==> src/rtl/fifo_pkg.sv <==
// rtl/fifo_pkg.sv - shared FSM encodings and sizing helper for the handshake FIFO
package fifo_pkg;

    typedef enum logic {
        T_IDLE,
        T_ACK
    } tx_state_e;

    typedef enum logic [1:0] {
        R_IDLE,
        R_PRES,
        R_ACK
    } rx_state_e;

    function automatic int clog2(input int value);
        int result;
        result = 0;
        for (int v = value - 1; v > 0; v = v >> 1) begin
            result++;
        end
        return result;
    endfunction

endpackage

==> src/rtl/fifo_mem.sv <==
// rtl/fifo_mem.sv - WIDTH x DEPTH storage, one write port, one registered read port
module fifo_mem #(
    parameter int WIDTH     = 8,
    parameter int DEPTH     = 8,
    parameter int ADR_WIDTH = 3
) (
    input  logic                 clk,
    input  logic                 wr_en,
    input  logic [ADR_WIDTH-1:0] wr_addr,
    input  logic [WIDTH-1:0]     wr_data,
    input  logic                 rd_en,
    input  logic [ADR_WIDTH-1:0] rd_addr,
    output logic [WIDTH-1:0]     rd_data
);

    logic [WIDTH-1:0] mem_q [DEPTH];
    logic [WIDTH-1:0] rd_data_q;

    // Storage is deliberately left without reset; only control state is cleared.
    always_ff @(posedge clk) begin
        if (wr_en) begin
            mem_q[wr_addr] <= wr_data;
        end
        if (rd_en) begin
            rd_data_q <= mem_q[rd_addr];
        end
    end

    assign rd_data = rd_data_q;

endmodule

==> src/rtl/param_hs_fifo.sv <==
// rtl/param_hs_fifo.sv - FIFO with req/ack handshakes on both sides and registered status
module param_hs_fifo
    import fifo_pkg::*;
#(
    parameter int  WIDTH     = 8,
    parameter int  DEPTH     = 8,
    parameter int  AF_LEVEL  = DEPTH - 1,
    parameter int  AE_LEVEL  = 1,
    localparam int ADR_WIDTH = clog2(DEPTH),
    localparam int CNT_WIDTH = clog2(DEPTH + 1)
) (
    input  logic                 clk,
    input  logic                 rst_n,
    input  logic                 tx_rdy,
    output logic                 tx_done,
    input  logic [WIDTH-1:0]     in_data,
    output logic                 rx_rdy,
    input  logic                 rx_done,
    output logic [WIDTH-1:0]     out_data,
    input  logic                 flush,
    output logic [CNT_WIDTH-1:0] level,
    output logic                 empty,
    output logic                 full,
    output logic                 almost_full,
    output logic                 almost_empty
);

    tx_state_e            tx_state_q, tx_state_d;
    rx_state_e            rx_state_q, rx_state_d;
    logic [ADR_WIDTH-1:0] wr_ptr_q, wr_ptr_d;
    logic [ADR_WIDTH-1:0] rd_ptr_q, rd_ptr_d;
    logic [CNT_WIDTH-1:0] level_q, level_d;
    logic                 empty_q, empty_d;
    logic                 full_q, full_d;
    logic                 af_q, af_d;
    logic                 ae_q, ae_d;
    logic                 push, pop, rd_en;
    logic [WIDTH-1:0]     rd_data;

    function automatic logic [ADR_WIDTH-1:0] ptr_inc(input logic [ADR_WIDTH-1:0] p);
        return (p == ADR_WIDTH'(DEPTH - 1)) ? '0 : p + ADR_WIDTH'(1);
    endfunction

    always_comb begin
        tx_state_d = tx_state_q;
        rx_state_d = rx_state_q;
        push       = 1'b0;
        pop        = 1'b0;
        rd_en      = 1'b0;

        case (tx_state_q)
            T_IDLE:  if (tx_rdy && !full_q) begin
                         push       = 1'b1;
                         tx_state_d = T_ACK;
                     end
            T_ACK:   if (!tx_rdy) tx_state_d = T_IDLE;
            default: tx_state_d = T_IDLE;
        endcase

        // The read port is registered, so the load in R_IDLE lands exactly as R_PRES begins.
        case (rx_state_q)
            R_IDLE:  if (!empty_q) begin
                         rd_en      = 1'b1;
                         rx_state_d = R_PRES;
                     end
            R_PRES:  if (rx_done) begin
                         pop        = 1'b1;
                         rx_state_d = R_ACK;
                     end
            R_ACK:   if (!rx_done) rx_state_d = R_IDLE;
            default: rx_state_d = R_IDLE;
        endcase

        if (flush) begin
            tx_state_d = T_IDLE;
            rx_state_d = R_IDLE;
            push       = 1'b0;
            pop        = 1'b0;
            rd_en      = 1'b0;
        end

        wr_ptr_d = push ? ptr_inc(wr_ptr_q) : wr_ptr_q;
        rd_ptr_d = pop  ? ptr_inc(rd_ptr_q) : rd_ptr_q;
        level_d  = level_q;
        if (push && !pop) begin
            level_d = level_q + CNT_WIDTH'(1);
        end else if (pop && !push) begin
            level_d = level_q - CNT_WIDTH'(1);
        end
        if (flush) begin
            wr_ptr_d = '0;
            rd_ptr_d = '0;
            level_d  = '0;
        end

        // Flags derive from the next level so they stay coherent with level every cycle.
        empty_d = (level_d == '0);
        full_d  = (level_d == CNT_WIDTH'(DEPTH));
        af_d    = (int'(level_d) >= AF_LEVEL);
        ae_d    = (int'(level_d) <= AE_LEVEL);
    end

    always_ff @(posedge clk or negedge rst_n) begin
        if (!rst_n) begin
            tx_state_q <= T_IDLE;
            rx_state_q <= R_IDLE;
            wr_ptr_q   <= '0;
            rd_ptr_q   <= '0;
            level_q    <= '0;
            empty_q    <= 1'b1;
            full_q     <= 1'b0;
            af_q       <= (AF_LEVEL == 0);
            ae_q       <= 1'b1;
        end else begin
            tx_state_q <= tx_state_d;
            rx_state_q <= rx_state_d;
            wr_ptr_q   <= wr_ptr_d;
            rd_ptr_q   <= rd_ptr_d;
            level_q    <= level_d;
            empty_q    <= empty_d;
            full_q     <= full_d;
            af_q       <= af_d;
            ae_q       <= ae_d;
        end
    end

    fifo_mem #(
        .WIDTH     (WIDTH),
        .DEPTH     (DEPTH),
        .ADR_WIDTH (ADR_WIDTH)
    ) u_mem (
        .clk     (clk),
        .wr_en   (push),
        .wr_addr (wr_ptr_q),
        .wr_data (in_data),
        .rd_en   (rd_en),
        .rd_addr (rd_ptr_q),
        .rd_data (rd_data)
    );

    // Handshake outputs are state-decoded, so reset and flush clear them with the FSMs.
    assign tx_done      = (tx_state_q == T_ACK);
    assign rx_rdy       = (rx_state_q == R_PRES);
    assign out_data     = rx_rdy ? rd_data : '0;
    assign level        = level_q;
    assign empty        = empty_q;
    assign full         = full_q;
    assign almost_full  = af_q;
    assign almost_empty = ae_q;

endmodule

==> config.mk <==
export PLATFORM = sky130hd
export DESIGN_NAME = param_hs_fifo
export DESIGN_NICKNAME = d
export VERILOG_FILES = /design/src/rtl/fifo_pkg.sv /design/src/rtl/fifo_mem.sv /design/src/rtl/param_hs_fifo.sv
export SDC_FILE = /design/constraint.sdc
export NUM_CORES = 1
export LEC_CHECK = 0
export ABC_CLOCK_PERIOD_IN_PS = 3800
export CORE_ASPECT_RATIO = 1.5
export CORE_MARGIN = 2
export CORE_UTILIZATION = 60
export CTS_BUF_LIST = sky130_fd_sc_hd__clkbuf_4
export DETAILED_ROUTE_END_ITERATION = 16
export PLACE_DENSITY = 0.82
export SLEW_MARGIN = 10
export SYNTH_ARGS = -nofsm -noshare
export SYNTH_HDL_FRONTEND = slang
export SYNTH_SLANG_ARGS = --single-unit
==> constraint.sdc <==
create_clock -name clk -period 3.8 [get_ports clk]
set_input_delay 1.14 -clock clk [delete_from_list [all_inputs] [get_ports clk]]
set_output_delay 1.14 -clock clk [all_outputs]
set_load 0.02 [all_outputs]
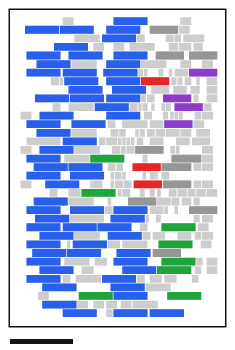
**Above:** where the registers sit.
Scale bar: 20 um. Other sequential cells in the stronger grey, the rest of the logic in the fainter grey.
[u_mem.rd_data] green | flops: 8
[u_mem.mem_q] blue | flops: 64
[level] purple | flops: 4
[wr_ptr_q] red | flops: 3
not coloured: 10

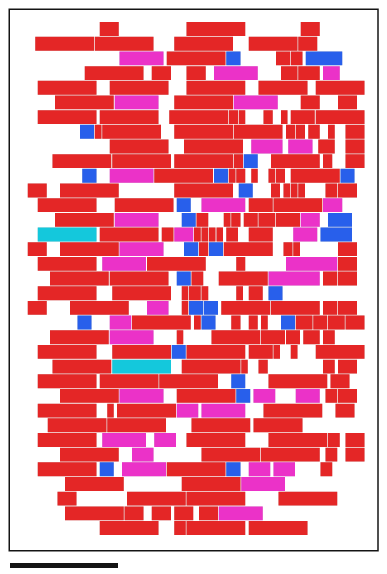
**Above:** cells by drive strength.
Scale bar: 20 um.
[drive 6 and up] cyan | cells: 2
[drive 1 or less] red | cells: 195
[drive 2] magenta | cells: 34
[drive 3 to 4] blue | cells: 26

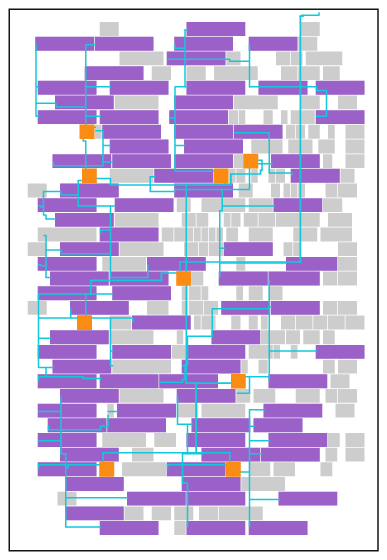
**Above:** clock distribution.
[cells driving clock nets] orange | count: 9
[clock wires] cyan | length: 887 um
[flip-flops] purple | count: 89
flops lie: spread over the die
routed clock nets: 10

==> notes.md <==
## Final layout
• **Buffers excl. clock** 41
• **most common logic cells in the final layout** 72 x sky130_fd_sc_hd__edfxtp_1, 30 x sky130_fd_sc_hd__clkdlybuf4s50_1, 16 x sky130_fd_sc_hd__mux4_2, 15 x sky130_fd_sc_hd__dfrtp_1, 14 x sky130_fd_sc_hd__nor2_1
• **relative area of clock buffers and inverters in the final design** 3.69%
• **multi-input logic portion of the cell area** 24.4%
• **area of all placed cells without fillers** 4270 um2
• **Comb gates** 109
• **flop count** 89
• **share of post-route cells with drive strength above 1** 24.1%
• **Flop area** 2590 um2
• **growth of design area from synthesis to finish** 15.7%
• **Logic area** 1040 um2
• **dominant kind of cell by area** flip-flops and latches
• **Commonest Layout Cell** sky130_fd_sc_hd__edfxtp_1
• **register with the most flip-flops** u_mem.mem_q
• **count of nets after finishing** 271
• **sequential cell area share** 60.6%
• **non-clock buffering overhead in the final layout** 8.96%
• **core utilization of the finished layout** 70.7%
• **number of flip-flops in the largest register** 64
• **final instance count without filler cells** 331
• **Inverters excl. clock** 2
• **count of antenna diodes in the layout** 0
• **count of clock-net buffers in the final layout** 10
• **number of fillers in the final layout** 406

## Floorplanning
• **Floorplan Core Area** 6040 um2
• **area of the chip** 6810 um2
• **starting utilization of the core area** 61.1%
• **tap cells** 74
• **row count** 35
• **I/O pin count** 31
• **width of the chip** 68.1 um

## Final timing
• **Worst Hold Slack** 667 ps
• **final worst slack** 333 ps
• **headroom to the max-slew limit** 46.6%
• **accumulated negative setup slack** 0 ps
• **final count of pins violating max slew** 0
• **Setup Skew** 10.1 ps
• **post-layout minimum cycle time** 3470 ps
• **setup violators final** 0
• **final worst-path cycle share** 91.2%

## Synthesis
• **Registers, synthesis** 89
• **register area share after synthesis** 70.1%
• **Dominant cell area share** 58.5%
• **Primary FF master, synth** sky130_fd_sc_hd__edfxtp_1
• **xor/xnor share of the synthesized area** 1.15%
• **aoi share** 2.37%
• **cell accounting for the most synthesized area** sky130_fd_sc_hd__edfxtp_1
• **cell count after synthesis** 210
• **Top area cell types** sky130_fd_sc_hd__edfxtp_1 59%, sky130_fd_sc_hd__dfrtp_1 10%, sky130_fd_sc_hd__mux4_2 9.8%
• **synthesized net count** 229
• **EDFF count, synth** 72
• **yosys stat area** 3690 um2
• **post-synthesis async set-or-reset flop share** 19.1%
• **Syn. warnings** 0
• **area fraction in full adders, half adders and majority gates** 2.03%
• **simple share** 10.3%
• **number of cells in Yosys stat** 210
• **largest non-sequential cell family by area** multiplexers
• **Cell Area, Synth** 3690 um2
• **Mapped Avg Cell Area** 17.6 um2
• **multiplexer share of the synthesized area** 12.2%

## Critical path
• **CP Data Required Time** 2660 ps
• **nature of the critical path endpoint** output port
• **largest stage delay on the critical path** 610 ps
• **Buf+Inv Stages, Crit Path** 1
• **largest fanout on the critical path** 10
• **arrival time at the worst endpoint** 2330 ps
• **kind of start point of the critical path** flop
• **critical-path cell list** nor2b_1 > and2_1 > clkdlybuf4s50_1
• **Critical Path Slowest Stage Cell** sky130_fd_sc_hd__clkdlybuf4s50_1
• **delay-heaviest family, CP** simple AND/OR/NAND/NOR gates
• **classification of the worst setup path** reg2out

## Route
• **DR DRC count** 0
• **post-DR wirelength/cell** 20.5 um
• **detailed-route via count** 1938
• **remaining number of nets flagged by the antenna check after routing** 0
• **routed vias/inst** 5.85
• **Pre-antenna DRT Iters** 4

## Run status
• **status** completed

## GRT
• **global-route usage over all layers** 22.7%
• **largest net degree at the start of global routing** 20
• **number of global-route vias before repair** 1980
• **GRT Residual Overflow** 0

## Job
• **max-cap violations** 0
• **number of OpenROAD warnings** 27

## Clock tree
• **H-tree depth** 3
• **number of buffers inserted during clock tree synthesis** 9
• **clock transition at the register clock pins on the worst setup and hold paths after CTS** 130 ps
• **CTS tree** yes
• **cells resized by post-CTS repair** 0
• **number of hold-repair buffers added at the cts stage** 0
• **CTS root buffer** sky130_fd_sc_hd__clkbuf_4
• **# clock sinks** 89
• **worst skew pair latency** 430 ps
• **deepest clock path buffer count** 2

## Pwr
• **power per unit of standard cell area** 502 nW/um2
• **Leak** 0.00146 uW
• **total chip power** 2150 uW
• **Max VDD drop** 0.000327 V

## Place
• **GPL Wtd Cong** 0.782
• **dpl hpwl** 4670 um
• **count of port buffers added during placement** 30
• **DP Worst Slack** 585 ps
• **cell count after placement** 315

==> worst paths after layout <==
check,from,to,slack [ps],cells after the start
max reg2reg,full,u_mem.mem_q[0][3],1740,4
min reg2reg,tx_done,tx_done,670,2
max in group asynchronous,rst_n,rx_state_q[0],2140,1
min,tx_done,tx_done,670,2
max,rx_state_q[0],out_data[3],330,3
min in group asynchronous,rst_n,wr_ptr_q[1],1160,1
==> power by group <==
group | leakage, uW | internal [uW] | switching [uW] | total (uW)
Combinational | 0.000507 | 198 | 223 | 421
Sequential | 0.000876 | 1120 | 40.6 | 1160
Clock | 0.0000777 | 270 | 295 | 565
==> routing by layer <==
layer	part of all wire, %	vias up	global-route usage [%]
met5	0	-	0
met4	3.8	0	11.4
met3	2.9	15	6.05
met2	56	45	37.6
met1	37	985	26.9
li1	-	893	-
No activity file was given, so power comes from the tool's default toggle rates.
